## src/rtl/cpc_bus_pkg.sv

```systemverilog
// Shared cycle-class and FSM encodings for the Z80 bus cycle decoder.
package cpc_bus_pkg;

  typedef enum logic [2:0] {
    CYC_NONE    = 3'd0,
    CYC_OPFETCH = 3'd1,
    CYC_MEMRD   = 3'd2,
    CYC_MEMWR   = 3'd3,
    CYC_REFRESH = 3'd4,
    CYC_IORD    = 3'd5,
    CYC_IOWR    = 3'd6,
    CYC_INTACK  = 3'd7
  } cyc_type_e;

  typedef enum logic [1:0] {
    ST_IDLE   = 2'd0,
    ST_ACTIVE = 2'd1,
    ST_WAIT   = 2'd2,
    ST_DONE   = 2'd3
  } state_e;

  localparam logic [1:0] BANK_SEL_TAG = 2'b11;

  // IO-class cycles are owned by /IORQ, everything else by /MREQ.
  function automatic logic is_io_cycle(input cyc_type_e t);
    return (t == CYC_IORD) || (t == CYC_IOWR) || (t == CYC_INTACK);
  endfunction

endpackage

```

## src/rtl/cpc_strobe_edge.sv

```systemverilog
// Registers one active-low bus strobe and reports its fall/rise on the sampling edge.
module cpc_strobe_edge (
  input  logic clk,
  input  logic reset_b,
  input  logic strobe_b_i,
  output logic fall_o,
  output logic rise_o
);

  logic strobe_b_q;
  logic seen_high_q;

  always_ff @(posedge clk or negedge reset_b) begin
    if (!reset_b) begin
      strobe_b_q  <= 1'b1;
      seen_high_q <= 1'b0;
    end else begin
      strobe_b_q <= strobe_b_i;
      if (strobe_b_i) seen_high_q <= 1'b1;
    end
  end

  // A strobe already low when reset releases must go high before a fall counts.
  always_comb begin
    fall_o = seen_high_q & strobe_b_q & ~strobe_b_i;
    rise_o = ~strobe_b_q & strobe_b_i;
  end

endmodule

```

## src/rtl/cpc_bus_cycle_decoder.sv

```systemverilog
// Classifies Z80 bus cycles, counts READY waits and owns the 0x7FXX bank-select register.
module cpc_bus_cycle_decoder
  import cpc_bus_pkg::*;
#(
  parameter int unsigned WAIT_CNT_W = 4,
  parameter int unsigned BANK_W     = 6
) (
  input  logic                  clk,
  input  logic                  reset_b,
  input  logic                  mreq_b,
  input  logic                  iorq_b,
  input  logic                  rd_b,
  input  logic                  wr_b,
  input  logic                  m1_b,
  input  logic                  rfsh_b,
  input  logic                  ready,
  input  logic                  adr15,
  input  logic                  adr14,
  input  logic [7:0]            data,
  output logic                  cyc_valid,
  output logic [2:0]            cyc_type,
  output logic [1:0]            adr_hi_q,
  output logic                  cyc_end,
  output logic [WAIT_CNT_W-1:0] wait_cnt,
  output logic [BANK_W-1:0]     ramblock_q
  ,output logic                 bank_wr
);

  state_e                state_q, state_d;
  cyc_type_e             cyc_type_q, class_d;
  logic [WAIT_CNT_W-1:0] wait_cnt_q;
  logic                  bank_wr_q;
  logic                  mreq_fall, mreq_rise, iorq_fall, iorq_rise;
  logic                  start_ok, start, owner_rise, bank_load;

  cpc_strobe_edge u_mreq_edge (
    .clk        (clk),
    .reset_b    (reset_b),
    .strobe_b_i (mreq_b),
    .fall_o     (mreq_fall),
    .rise_o     (mreq_rise)
  );

  cpc_strobe_edge u_iorq_edge (
    .clk        (clk),
    .reset_b    (reset_b),
    .strobe_b_i (iorq_b),
    .fall_o     (iorq_fall),
    .rise_o     (iorq_rise)
  );

  // MREQ has priority when both strobes fall on the same edge.
  always_comb begin
    class_d = CYC_NONE;
    if (mreq_fall) begin
      if (!rfsh_b)    class_d = CYC_REFRESH;
      else if (!m1_b) class_d = CYC_OPFETCH;
      else if (!rd_b) class_d = CYC_MEMRD;
      else            class_d = CYC_MEMWR;
    end else if (iorq_fall) begin
      if (!m1_b)      class_d = CYC_INTACK;
      else if (!rd_b) class_d = CYC_IORD;
      else            class_d = CYC_IOWR;
    end
  end

  always_comb begin
    start_ok   = (state_q == ST_IDLE) || (state_q == ST_DONE);
    start      = start_ok & (mreq_fall | iorq_fall);
    owner_rise = is_io_cycle(cyc_type_q) ? iorq_rise : mreq_rise;
    bank_load  = start & (class_d == CYC_IOWR) & ~wr_b & ~adr15 &
                 (data[7:6] == BANK_SEL_TAG);
  end

  always_ff @(posedge clk or negedge reset_b) begin
    if (!reset_b) state_q <= ST_IDLE;
    else          state_q <= state_d;
  end

  always_comb begin
    state_d = state_q;
    case (state_q)
      ST_IDLE:   if (start) state_d = ST_ACTIVE;
      ST_ACTIVE: if (owner_rise) state_d = ST_DONE;
                 else if (!ready) state_d = ST_WAIT;
      ST_WAIT:   if (owner_rise) state_d = ST_DONE;
                 else if (ready) state_d = ST_ACTIVE;
      ST_DONE:   state_d = start ? ST_ACTIVE : ST_IDLE;
      default:   state_d = ST_IDLE;
    endcase
  end

  always_comb begin
    cyc_valid = (state_q == ST_ACTIVE) || (state_q == ST_WAIT);
    cyc_end   = (state_q == ST_DONE);
  end

  always_ff @(posedge clk or negedge reset_b) begin
    if (!reset_b) begin
      cyc_type_q <= CYC_NONE;
      adr_hi_q   <= '0;
      wait_cnt_q <= '0;
      bank_wr_q  <= 1'b0;
      ramblock_q <= '0;
    end else begin
      bank_wr_q <= bank_load;
      if (bank_load) ramblock_q <= data[BANK_W-1:0];
      if (start) begin
        cyc_type_q <= class_d;
        adr_hi_q   <= {adr15, adr14};
        wait_cnt_q <= '0;
      end else begin
        if (state_d == ST_IDLE) begin
          cyc_type_q <= CYC_NONE;
          adr_hi_q   <= '0;
        end
        if (state_q == ST_WAIT && wait_cnt_q != '1)
          wait_cnt_q <= wait_cnt_q + WAIT_CNT_W'(1);
      end
    end
  end

  always_comb begin
    cyc_type = cyc_type_q;
    wait_cnt = wait_cnt_q;
    bank_wr  = bank_wr_q;
  end

endmodule
```

## config.mk

```make
export PLATFORM = sky130hd
export DESIGN_NAME = cpc_bus_cycle_decoder
export DESIGN_NICKNAME = d
export VERILOG_FILES = /design/src/rtl/cpc_bus_pkg.sv /design/src/rtl/cpc_strobe_edge.sv /design/src/rtl/cpc_bus_cycle_decoder.sv
export SDC_FILE = /design/constraint.sdc
export NUM_CORES = 1
export LEC_CHECK = 0
export CORE_MARGIN = 5
export CORE_UTILIZATION = 44
export DETAILED_ROUTE_END_ITERATION = 8
export GPL_ROUTABILITY_DRIVEN = 0
export PLACE_DENSITY = 0.89
export SETUP_SLACK_MARGIN = 0.02
export SKIP_LAST_GASP = 1
export SYNTH_ARGS = -nofsm -noshare
export SYNTH_HDL_FRONTEND = slang
export SYNTH_HIERARCHICAL = 1
export SYNTH_SLANG_ARGS = --single-unit
```

## constraint.sdc

```tcl
create_clock -name clk -period 2.4 [get_ports clk]
set_clock_uncertainty 0.05 [all_clocks]
set_input_delay 0.24 -clock clk [delete_from_list [all_inputs] [get_ports clk]]
set_output_delay 0.24 -clock clk [all_outputs]
set_load 0.05 [all_outputs]
```

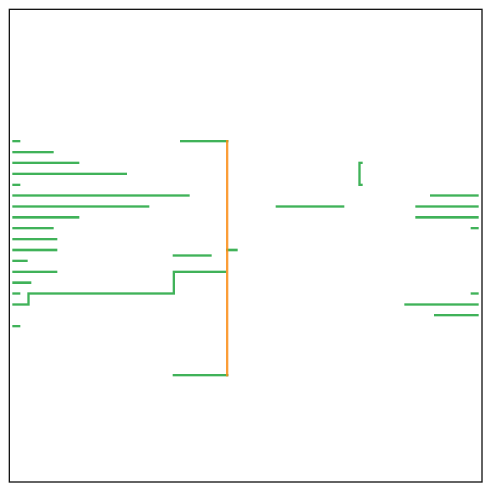
Fig. 1. Wiring by layer.
Scale: 8 px per um. Only two layers are drawn.
M3: in green, wire length 198 um. M4: in orange, wire length 29.2 um.

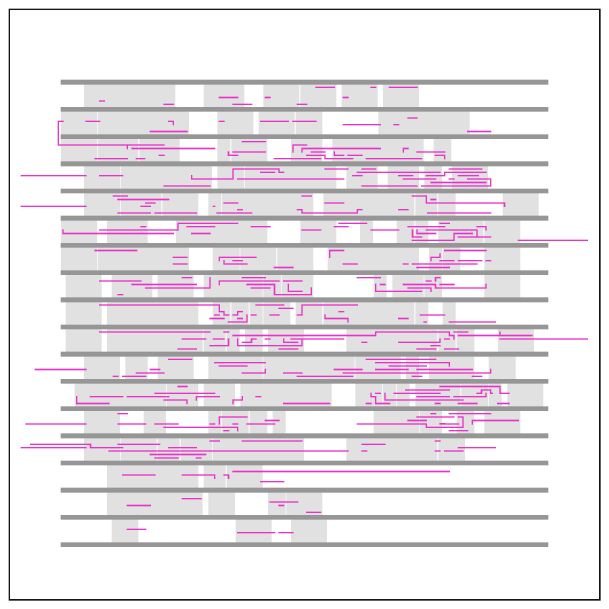
Fig. 2. Met1 routing.
Scale: 10 px per um. Supply wires on this layer in grey.
The longest straight run is 23.9 um. The layer carries 878 um of wire.

==> flow_summary.json <==
{
  "max_cap_violations": 0,
  "wire_length_of_the_first_global_routing_pass_um": 3770,
  "cts.repair_timing.setup_buffer_count": 0,
  "run_status": "finished clean",
  "io-pin-count": 37,
  "path_cells": "ha_1 > clkdlybuf4s50_1",
  "min_period_over_period_pct": 85.3,
  "timing.final.max_slew_violations": 0,
  "post-route-min-period_ns": 2.05,
  "layout-drive-gt1-share_pct": 12.9,
  "die_y_extent_um": 58.9,
  "final_total_negative_setup_slack_ns": 0,
  "clockRootBuffer": "sky130_fd_sc_hd__clkbuf_4",
  "grt_antenna_before_repair": 0,
  "final.fill_count": 208,
  "yosys-stat-area_sq_um": 1050,
  "avgRoutedWirePerCell_um": 14.2,
  "design.core.area_sq_um": 2250,
  "globalRouteTotalUtil_pct": 14.4,
  "hold_violation_total_from_the_final_report": 0,
  "yosysSeqAreaShare_pct": 52.6,
  "synth.yosys.warnings": 6,
  "drc_violation_count_after_routing": 0,
  "count_of_state_elements_after_synthesis": 22,
  "crit_path_max_fanout": 6,
  "finalSetupViolCount": 0,
  "mappedNetlistArea_sq_um": 1050,
  "insertion_delay_ns": 0.31,
  "layout_top_cells_excl_fill_tap": "sky130_fd_sc_hd__clkdlybuf4s50_1, sky130_fd_sc_hd__dfrtp_1, sky130_fd_sc_hd__nor2_1, sky130_fd_sc_hd__a21oi_1, sky130_fd_sc_hd__mux2_2",
  "cts_tree": "done",
  "avgSynthCellArea_sq_um": 11.4,
  "worstSetupStartpointType": "register",
  "worstSetupPathType": "reg2out",
  "ir_worst_vdd_mv": 0.637,
  "standard_cell_row_count": 17,
  "tool_warnings": 29,
  "drt_first_pass_iters": 4,
  "detail-route-antenna-nets": 0,
  "static-leakage-power_nw": 0.660
}
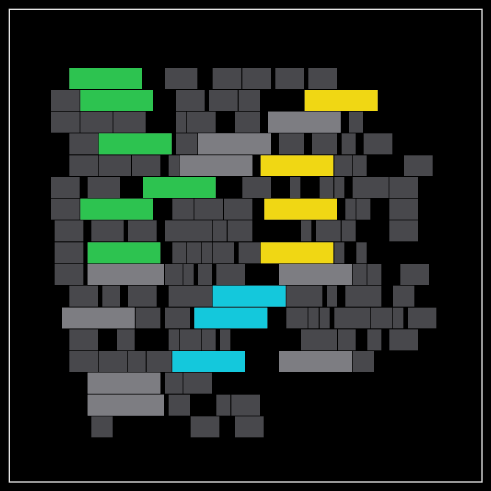
Fig. 3. Sequential cells grouped by signal name.
Scale: 8 px per um.
`ramblock_q`: in green, sequential cells 6. `wait_cnt`: in yellow, sequential cells 4. `cyc_type`: in cyan, sequential cells 3.
sequential power: 0.502 mW
Sequential cell area: 553 sq um
post-route core utilization: 65.6%
register fraction of the total cell area: 37.4%

how the worst max path moves through the flow:
stage,start,endpoint,slack (ns),cells after the start
2_1_floorplan,state_q[0],ramblock_q[0],0.16,6
3_3_place_gp,mreq_b,ramblock_q[4],0.21,6
3_5_place_dp,mreq_b,ramblock_q[5],0.14,6
4_1_cts,state_q[0],cyc_end,0.35,2
5_1_grt,state_q[0],state_q[0],0.24,6
6_report,state_q[0],cyc_end,0.35,2
kinds of logic after synthesis:
family	after synthesis	share of synthesized area, %
DFF	22	52.6
xor gates and xnor gates	3	2.50
adders and majority gates	6	6.90
buffers and inverters	6	2.14
and+or+nand+nor	30	16.8
muxes	7	7.37
AOI/OAI and AO/OA	18	11.8
metal layers:
metal | up-vias | GRT usage (%) | wire, um
met5 | - | 0 | 0
met4 | 0 | 6.15 | 29
met3 | 3 | 5.04 | 197
met2 | 33 | 25.6 | 1170
met1 | 395 | 15.2 | 878
li1 | 402 | - | -
power breakdown:
group / total [mW] / switching (mW) / internal (mW)
Sequential: 0.502 / 0.0577 / 0.445
Combinational: 0.704 / 0.443 / 0.260
Clock: 0.169 / 0.104 / 0.0649
Total: 1.37 / 0.605 / 0.770
flip-flops by register name, summed over array words and instances (netlist names):
signal	count
state_q	2
cyc_type	3
u_mreq_edge/strobe_b_q	1
bank_wr	1
wait_cnt	4
u_iorq_edge/seen_high_q	1
adr_hi_q	2
u_iorq_edge/strobe_b_q	1
u_mreq_edge/seen_high_q	1
ramblock_q	6
stage by stage:
step                std cells  utilization [%]  instance area [sq um]  hold WS [ns]
finish                    160             65.6                   1480         0.232
global route              160             65.6                   1480         0.247
CTS                       160             65.6                   1480         0.238
detailed placement        156             64.4                   1450         0.394
global placement          156             64.4                   1450         0.391
floorplan                  92                -                   1050        -0.106
layout make-up:
cell class / count / area, sq um / share of cell area, %
flip-flops and latches: 22 / 553 / 37.4
multi-input cells: 64 / 477 / 32.2
repair buffers: 38 / 373 / 25.2
well taps: 28 / 35.0 / 2.37
clock buffers: 4 / 26.3 / 1.78
inverters: 4 / 15.0 / 1.02
synthesized netlist by cell type, drive strengths merged, types with 3 or more instances:
cell / count / area share (%)
dfrtp: 20 / 48
a21oi: 6 / 2.9
mux2: 6 / 6.4
nor2: 6 / 2.1
ha: 5 / 5.9
nand2: 5 / 1.8
inv: 4 / 1.4
nand3: 4 / 1.9
a22o: 3 / 2.6
nor3: 3 / 2.5
o21ai: 3 / 1.4
xor2: 3 / 2.5
worst max-delay path: cells and delay by family (launching register included):
family	cells	cell delay [ns]
DFF	1	0.45
adders and majority gates	1	0.20
buffers and inverters	1	0.80
Power figures rest on the tool's default switching activity, not on a simulated workload.
